### src/rtl/systolic_feeder_if.sv
// Feeder-side bundle: beat handshake toward the feeder, skewed lanes and array strobes away from it.
interface systolic_feeder_if #(
   parameter int WIDTH_A = 16,
   parameter int WIDTH_B = 16,
   parameter int x_axis  = 3,
   parameter int y_axis  = 3,
   parameter int WIDTH_K = 8
);
   logic                        start;
   logic [WIDTH_K-1:0]          k_len;
   logic                        in_valid;
   logic                        in_ready;
   logic [y_axis*WIDTH_A-1:0]   act_vec;
   logic [x_axis*WIDTH_B-1:0]   wei_vec;
   logic [y_axis*WIDTH_A-1:0]   act_skew;
   logic [x_axis*WIDTH_B-1:0]   wei_skew;
   logic                        cell_en;
   logic                        pipeline_en;
   logic                        reg_clear;
   logic                        cscan_en;
   logic                        busy;
   logic                        done;

   modport master (
      output start, k_len, in_valid, act_vec, wei_vec,
      input  in_ready, act_skew, wei_skew, cell_en, pipeline_en, reg_clear, cscan_en, busy, done
   );

   modport slave (
      input  start, k_len, in_valid, act_vec, wei_vec,
      output in_ready, act_skew, wei_skew, cell_en, pipeline_en, reg_clear, cscan_en, busy, done
   );
endinterface

### src/rtl/systolic_feeder.sv
// Diagonal skew + clear/stream/flush/scan sequencer for one output-stationary tile; lane r/c lags r+1/c+1 advances.
// in_valid low in STREAM stalls every lane; define SYSTOLIC_FEEDER_OUT_REG_EN to add one output register stage.
module systolic_feeder #(
   parameter int WIDTH_A = 16,
   parameter int WIDTH_B = 16,
   parameter int x_axis  = 3,
   parameter int y_axis  = 3,
   parameter int WIDTH_K = 8,
   parameter int PE_LAT  = 1
) (
   input  logic           clk,
   input  logic           rst,
   systolic_feeder_if.slave bus
);
   localparam int FLUSH_N = x_axis + y_axis - 2 + PE_LAT;
   localparam int CNT_MAX = (FLUSH_N > x_axis) ? FLUSH_N : x_axis;
   localparam int CW      = $clog2(CNT_MAX + 1);
   localparam logic [CW-1:0] FL_LAST = CW'((FLUSH_N > 0) ? FLUSH_N - 1 : 0);
   localparam logic [CW-1:0] SC_LAST = CW'(x_axis - 1);

   typedef enum logic [2:0] {IDLE, CLEAR, STREAM, FLUSH, SCAN} state_e;

   state_e             state_q, state_d;
   logic [WIDTH_K-1:0] k_q, k_d;
   logic [WIDTH_K-1:0] beat_q, beat_d;
   logic [CW-1:0]      cnt_q, cnt_d;
   logic               done_q, done_d;
   logic               adv_q, adv;
   logic               start_blk;

   logic                      clr_c, scan_c, en_c, stream_c;
   logic [y_axis*WIDTH_A-1:0] act_c;
   logic [x_axis*WIDTH_B-1:0] wei_c;

   always_ff @(posedge clk or posedge rst) begin
      if (rst) begin
         state_q <= IDLE;
         k_q     <= '0;
         beat_q  <= '0;
         cnt_q   <= '0;
         done_q  <= 1'b0;
         adv_q   <= 1'b0;
      end else begin
         state_q <= state_d;
         k_q     <= k_d;
         beat_q  <= beat_d;
         cnt_q   <= cnt_d;
         done_q  <= done_d;
         adv_q   <= adv;
      end
   end

   always_comb begin
      state_d = state_q;
      k_d     = k_q;
      beat_d  = beat_q;
      cnt_d   = cnt_q;
      done_d  = 1'b0;
      adv     = 1'b0;
      case (state_q)
         IDLE: begin
            if (bus.start && (bus.k_len != '0) && !start_blk) begin
               state_d = CLEAR;
               k_d     = bus.k_len;
            end
         end
         CLEAR: begin
            state_d = STREAM;
            beat_d  = '0;
            cnt_d   = '0;
         end
         STREAM: begin
            if (bus.in_valid) begin
               adv = 1'b1;
               if (beat_q != k_q) beat_d = beat_q + WIDTH_K'(1);
               if (beat_q + WIDTH_K'(1) == k_q) state_d = (FLUSH_N > 0) ? FLUSH : SCAN;
            end
         end
         FLUSH: begin
            adv = 1'b1;
            if (cnt_q == FL_LAST) begin
               state_d = SCAN;
               cnt_d   = '0;
            end else begin
               cnt_d = cnt_q + CW'(1);
            end
         end
         SCAN: begin
            if (cnt_q == SC_LAST) begin
               state_d = IDLE;
               cnt_d   = '0;
               done_d  = 1'b1;
            end else begin
               cnt_d = cnt_q + CW'(1);
            end
         end
         default: state_d = IDLE;
      endcase
   end

   assign stream_c = (state_q == STREAM);
   assign clr_c    = (state_q == CLEAR);
   assign scan_c   = (state_q == SCAN);
   // The final flush advance lands in the first SCAN cycle; the array must not accumulate while scanning.
   assign en_c     = adv_q & ~scan_c;

   for (genvar r = 0; r < y_axis; r++) begin : g_act
      logic [WIDTH_A-1:0] sr_q [r+1];
      always_ff @(posedge clk or posedge rst) begin
         if (rst) begin
            for (int j = 0; j <= r; j++) sr_q[j] <= '0;
         end else if (adv) begin
            sr_q[0] <= stream_c ? bus.act_vec[r*WIDTH_A +: WIDTH_A] : '0;
            for (int j = 1; j <= r; j++) sr_q[j] <= sr_q[j-1];
         end
      end
      assign act_c[r*WIDTH_A +: WIDTH_A] = sr_q[r];
   end

   for (genvar c = 0; c < x_axis; c++) begin : g_wei
      logic [WIDTH_B-1:0] sr_q [c+1];
      always_ff @(posedge clk or posedge rst) begin
         if (rst) begin
            for (int j = 0; j <= c; j++) sr_q[j] <= '0;
         end else if (adv) begin
            sr_q[0] <= stream_c ? bus.wei_vec[c*WIDTH_B +: WIDTH_B] : '0;
            for (int j = 1; j <= c; j++) sr_q[j] <= sr_q[j-1];
         end
      end
      assign wei_c[c*WIDTH_B +: WIDTH_B] = sr_q[c];
   end

`ifdef SYSTOLIC_FEEDER_OUT_REG_EN
   logic [y_axis*WIDTH_A-1:0] act_o_q;
   logic [x_axis*WIDTH_B-1:0] wei_o_q;
   logic                      en_o_q, clr_o_q, scan_o_q, done_o_q;

   always_ff @(posedge clk or posedge rst) begin
      if (rst) begin
         act_o_q  <= '0;
         wei_o_q  <= '0;
         en_o_q   <= 1'b0;
         clr_o_q  <= 1'b0;
         scan_o_q <= 1'b0;
         done_o_q <= 1'b0;
      end else begin
         act_o_q  <= act_c;
         wei_o_q  <= wei_c;
         en_o_q   <= en_c;
         clr_o_q  <= clr_c;
         scan_o_q <= scan_c;
         done_o_q <= done_q;
      end
   end

   // A new tile may only start once the visible done pulse has passed.
   assign start_blk       = done_q | done_o_q;
   assign bus.act_skew    = act_o_q;
   assign bus.wei_skew    = wei_o_q;
   assign bus.cell_en     = en_o_q;
   assign bus.pipeline_en = en_o_q;
   assign bus.reg_clear   = clr_o_q;
   assign bus.cscan_en    = scan_o_q;
   assign bus.done        = done_o_q;
`else
   assign start_blk       = done_q;
   assign bus.act_skew    = act_c;
   assign bus.wei_skew    = wei_c;
   assign bus.cell_en     = en_c;
   assign bus.pipeline_en = en_c;
   assign bus.reg_clear   = clr_c;
   assign bus.cscan_en    = scan_c;
   assign bus.done        = done_q;
`endif

   assign bus.in_ready = stream_c;
   assign bus.busy     = (state_q != IDLE);
endmodule

### src/flat_wrapper.sv
// flat-port wrapper written by rule: the top's interface ports become plain ports
module systolic_feeder_flat 
#(
   parameter int WIDTH_A = 16,
   parameter int WIDTH_B = 16,
   parameter int x_axis  = 3,
   parameter int y_axis  = 3,
   parameter int WIDTH_K = 8,
   parameter int PE_LAT  = 1
)
  (clk, rst, bus_start, bus_k_len, bus_in_valid, bus_act_vec, bus_wei_vec, bus_in_ready, bus_act_skew, bus_wei_skew, bus_cell_en, bus_pipeline_en, bus_reg_clear, bus_cscan_en, bus_busy, bus_done);
  systolic_feeder_if #(.WIDTH_A(WIDTH_A), .WIDTH_B(WIDTH_B), .x_axis(x_axis), .y_axis(y_axis), .WIDTH_K(WIDTH_K)) bus_i ();
  input  logic clk;
  input  logic rst;
  input wire logic [$bits(bus_i.start)-1:0] bus_start;
  input wire logic [$bits(bus_i.k_len)-1:0] bus_k_len;
  input wire logic [$bits(bus_i.in_valid)-1:0] bus_in_valid;
  input wire logic [$bits(bus_i.act_vec)-1:0] bus_act_vec;
  input wire logic [$bits(bus_i.wei_vec)-1:0] bus_wei_vec;
  output wire logic [$bits(bus_i.in_ready)-1:0] bus_in_ready;
  output wire logic [$bits(bus_i.act_skew)-1:0] bus_act_skew;
  output wire logic [$bits(bus_i.wei_skew)-1:0] bus_wei_skew;
  output wire logic [$bits(bus_i.cell_en)-1:0] bus_cell_en;
  output wire logic [$bits(bus_i.pipeline_en)-1:0] bus_pipeline_en;
  output wire logic [$bits(bus_i.reg_clear)-1:0] bus_reg_clear;
  output wire logic [$bits(bus_i.cscan_en)-1:0] bus_cscan_en;
  output wire logic [$bits(bus_i.busy)-1:0] bus_busy;
  output wire logic [$bits(bus_i.done)-1:0] bus_done;
  assign bus_i.start = bus_start;
  assign bus_i.k_len = bus_k_len;
  assign bus_i.in_valid = bus_in_valid;
  assign bus_i.act_vec = bus_act_vec;
  assign bus_i.wei_vec = bus_wei_vec;
  assign bus_in_ready = bus_i.in_ready;
  assign bus_act_skew = bus_i.act_skew;
  assign bus_wei_skew = bus_i.wei_skew;
  assign bus_cell_en = bus_i.cell_en;
  assign bus_pipeline_en = bus_i.pipeline_en;
  assign bus_reg_clear = bus_i.reg_clear;
  assign bus_cscan_en = bus_i.cscan_en;
  assign bus_busy = bus_i.busy;
  assign bus_done = bus_i.done;
  systolic_feeder #(.WIDTH_A(WIDTH_A), .WIDTH_B(WIDTH_B), .x_axis(x_axis), .y_axis(y_axis), .WIDTH_K(WIDTH_K), .PE_LAT(PE_LAT)) u_core (.clk(clk), .rst(rst), .bus(bus_i));
endmodule
### config.mk
export PLATFORM = sky130hd
export DESIGN_NAME = systolic_feeder_flat
export DESIGN_NICKNAME = d
export VERILOG_FILES = /design/src/rtl/systolic_feeder_if.sv /design/src/rtl/systolic_feeder.sv /design/src/flat_wrapper.sv
export SDC_FILE = /design/constraint.sdc
export NUM_CORES = 1
export LEC_CHECK = 0
export ABC_AREA = 1
export CORE_ASPECT_RATIO = 1.1
export CORE_UTILIZATION = 40
export DETAILED_ROUTE_END_ITERATION = 6
export MAX_ROUTING_LAYER = met4
export PLACE_DENSITY = 0.66
export SKIP_CTS_REPAIR_TIMING = 1
export SLEW_MARGIN = 10
export SYNTH_ARGS = -nofsm -noshare
export SYNTH_HDL_FRONTEND = slang
export SYNTH_SLANG_ARGS = --single-unit
### constraint.sdc
create_clock -name clk -period 19.5 [get_ports clk]
set_input_delay 1.95 -clock clk [delete_from_list [all_inputs] [get_ports clk]]
set_output_delay 1.95 -clock clk [all_outputs]
set_load 0.005 [all_outputs]
### Signal wires by layer

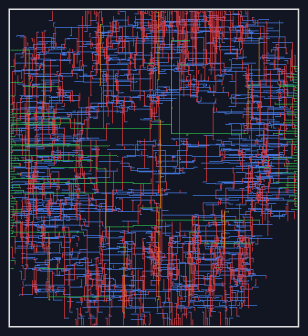
legend:
  metal 1:
    colour: blue
    wire_length: 9160 um
  metal 4:
    colour: orange
    wire_length: 520 um
  metal 2:
    colour: red
    wire_length: 8560 um
  metal 3:
    colour: green
    wire_length: 1150 um
Routed WL: 19400 um
via count: 6396

### Clock distribution

The bar under the picture is 50 um long.
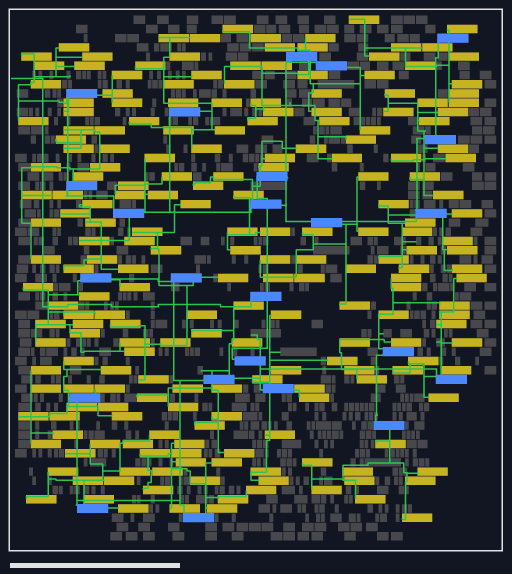
legend:
  clock drivers:
    colour: blue
    count: 24
  clock wires:
    colour: green
    length: 2830 um
  flip-flops:
    colour: yellow
    count: 216
flops lie: widely spread
clk_lat worst skew: 0.51 ns
Clk. pwr: 0.485 mW
Clock power frac: 29.1%
Worst Skew: 0.00746 ns

==> impl_metrics.yaml <==
# physical design summary
status:
  status: "completed"
clocking:
  clkTransAtPathRegs_ns: 0.06
  cts_tree: "done"
  cts.sinks: 216
power_and_ir_drop:
  p_total_mw: 1.67
  vdd_drop_max_uv: 68.5
final_timing:
  slew_headroom_pct: 27.9
  period_needed_ns: 4.63
  finalMaxSlewViolations: 0
  setup_viol: 0
  report.final.hold_viol_count: 0
route:
  drc: 0
  post_drt_wl_per_cell_um: 13.9
setup_path:
  worstPathMaxFanout: 101
  path_class: "primary input to flop"
  endpoint_kind: "flop"
  critical_path_buf_inv_count: 5
die:
  core_um2: 22000
  fp_util_pct: 40.8
  io_pins: 211
logic_synthesis:
  yosys.cell_types.count: 29
  synth_area_um2: 8990
  ys_cells: 951
  syn_nets: 1064
  yosysSeqAreaShare_pct: 60.1
finish:
  drive_gt1_share_pct: 4.64
  fin_nets: 1193
  final_util_pct: 52.9
  syn_to_final_growth_pct: 29.6
placed_design:
  gp_congestion: 0.845
  pre_cts_ws_ns: 14.35
grt:
  grt_pass1_wl_um: 32500
run:
  warnings: 35
  maxCapViolations: 0
### Gate-type map

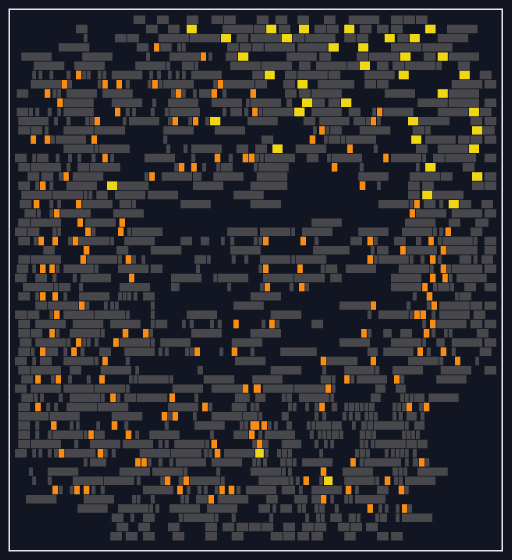
legend:
  AND-OR and OR-AND gates:
    colour: yellow
    cells: 37
    most_used: a22o_1
  inverting AOI/OAI gates:
    colour: orange
    cells: 152
    most_used: o21ai_0
    where: widely spread
logic share of the area: 21.6%
Non-Filler Instances: 1395

-- synth_stat cells (all sizes together) --
| cell type | instances | area [um^2] |
|---|---|---|
| ha | 5 | 62.6 |
| a22o | 35 | 307 |
| nand3 | 15 | 75.1 |
| nand2 | 278 | 1050 |
| dfrtp | 216 | 5410 |
| xnor2 | 7 | 61.3 |
| nor4 | 2 | 12.5 |
| nand4 | 1 | 6.26 |
| a21oi | 8 | 40.0 |
| inv | 99 | 372 |
| a21o | 1 | 7.51 |
| o211ai | 1 | 7.51 |
| o22ai | 1 | 6.26 |
| o21ai | 142 | 711 |
| clkbuf | 12 | 45.0 |
| o21a | 1 | 7.51 |
| xor2 | 5 | 43.8 |
| or2 | 1 | 6.26 |
| buf | 98 | 657 |
| nor3 | 4 | 31.3 |
| nor2 | 19 | 78.8 |
-- state kept, by name, summed over array words and instances, names as in the netlist --
| name | cells |
|---|---|
| u_core.bus.wei_skew | 32 |
| u_core.beat_q | 8 |
| u_core.k_q | 8 |
| u_core.g_wei.sr_q | 64 |
| u_core.adv_q | 1 |
| u_core.state_q | 3 |
| u_core.bus.act_skew | 32 |
| u_core.cnt_q | 3 |
| u_core.bus.done | 1 |
| u_core.g_act.sr_q | 64 |
-- final cells by class --
cell class / count / area, um^2
inverters: 99 / 384
fillers: 2012 / 10400
diodes: 2 / 5.00
repair buffers: 213 / 2120
flip-flops and latches: 216 / 5410
clock inverters: 13 / 198
well taps: 295 / 369
clock buffers: 31 / 658
multi-input cells: 526 / 2510
-- cells by family after synthesis --
logic type	after synthesis	synth area share, %
compound gates	189	12.1
buf+inv	209	11.9
flops	216	60.1
fa+ha+maj	5	0.696
simple gates	320	14.0
xor+xnor	12	1.17
-- power by group --
group          internal [mW]  switching (mW)  total, mW
registers              0.594          0.0722      0.666
logic                  0.240           0.276      0.516
clock network          0.305           0.180      0.485
-- final timing paths --
path                                          start                       end  slack, ns  cells past startpoint
max in group asynchronous                       rst  u_core.g_wei[2].sr_q[26]      15.89                      3
hold / removal             u_core.g_wei[2].sr_q[40]  u_core.g_wei[2].sr_q[40]       0.47                      2
setup / recovery                       bus_in_valid   u_core.bus.wei_skew[20]      14.87                      8
hold reg to reg            u_core.g_wei[2].sr_q[40]  u_core.g_wei[2].sr_q[40]       0.47                      2
setup reg to reg                  u_core.state_q[1]   u_core.bus.wei_skew[20]      16.15                      9
min in group asynchronous                       rst   u_core.bus.wei_skew[26]       2.12                      2
-- layer usage --
layer  part of all wire [%]  global-route usage, %  up-vias
met1                     47                   23.9     2985
met2                     44                   26.0      167
met5                      0                      -        -
li1                       -                      -     3208
met3                    5.9                   4.15       36
met4                    2.7                   5.85        0
-- worst register-to-register path: cells and delay by family, from the launching register on --
kind | cells | cell delay (ns)
AND-OR/OR-AND | 1 | 0.28
AND/OR/NAND/NOR | 3 | 0.56
buffers and inverters | 5 | 1.92
flip-flops | 1 | 0.42
Power and IR drop assume default switching activity.
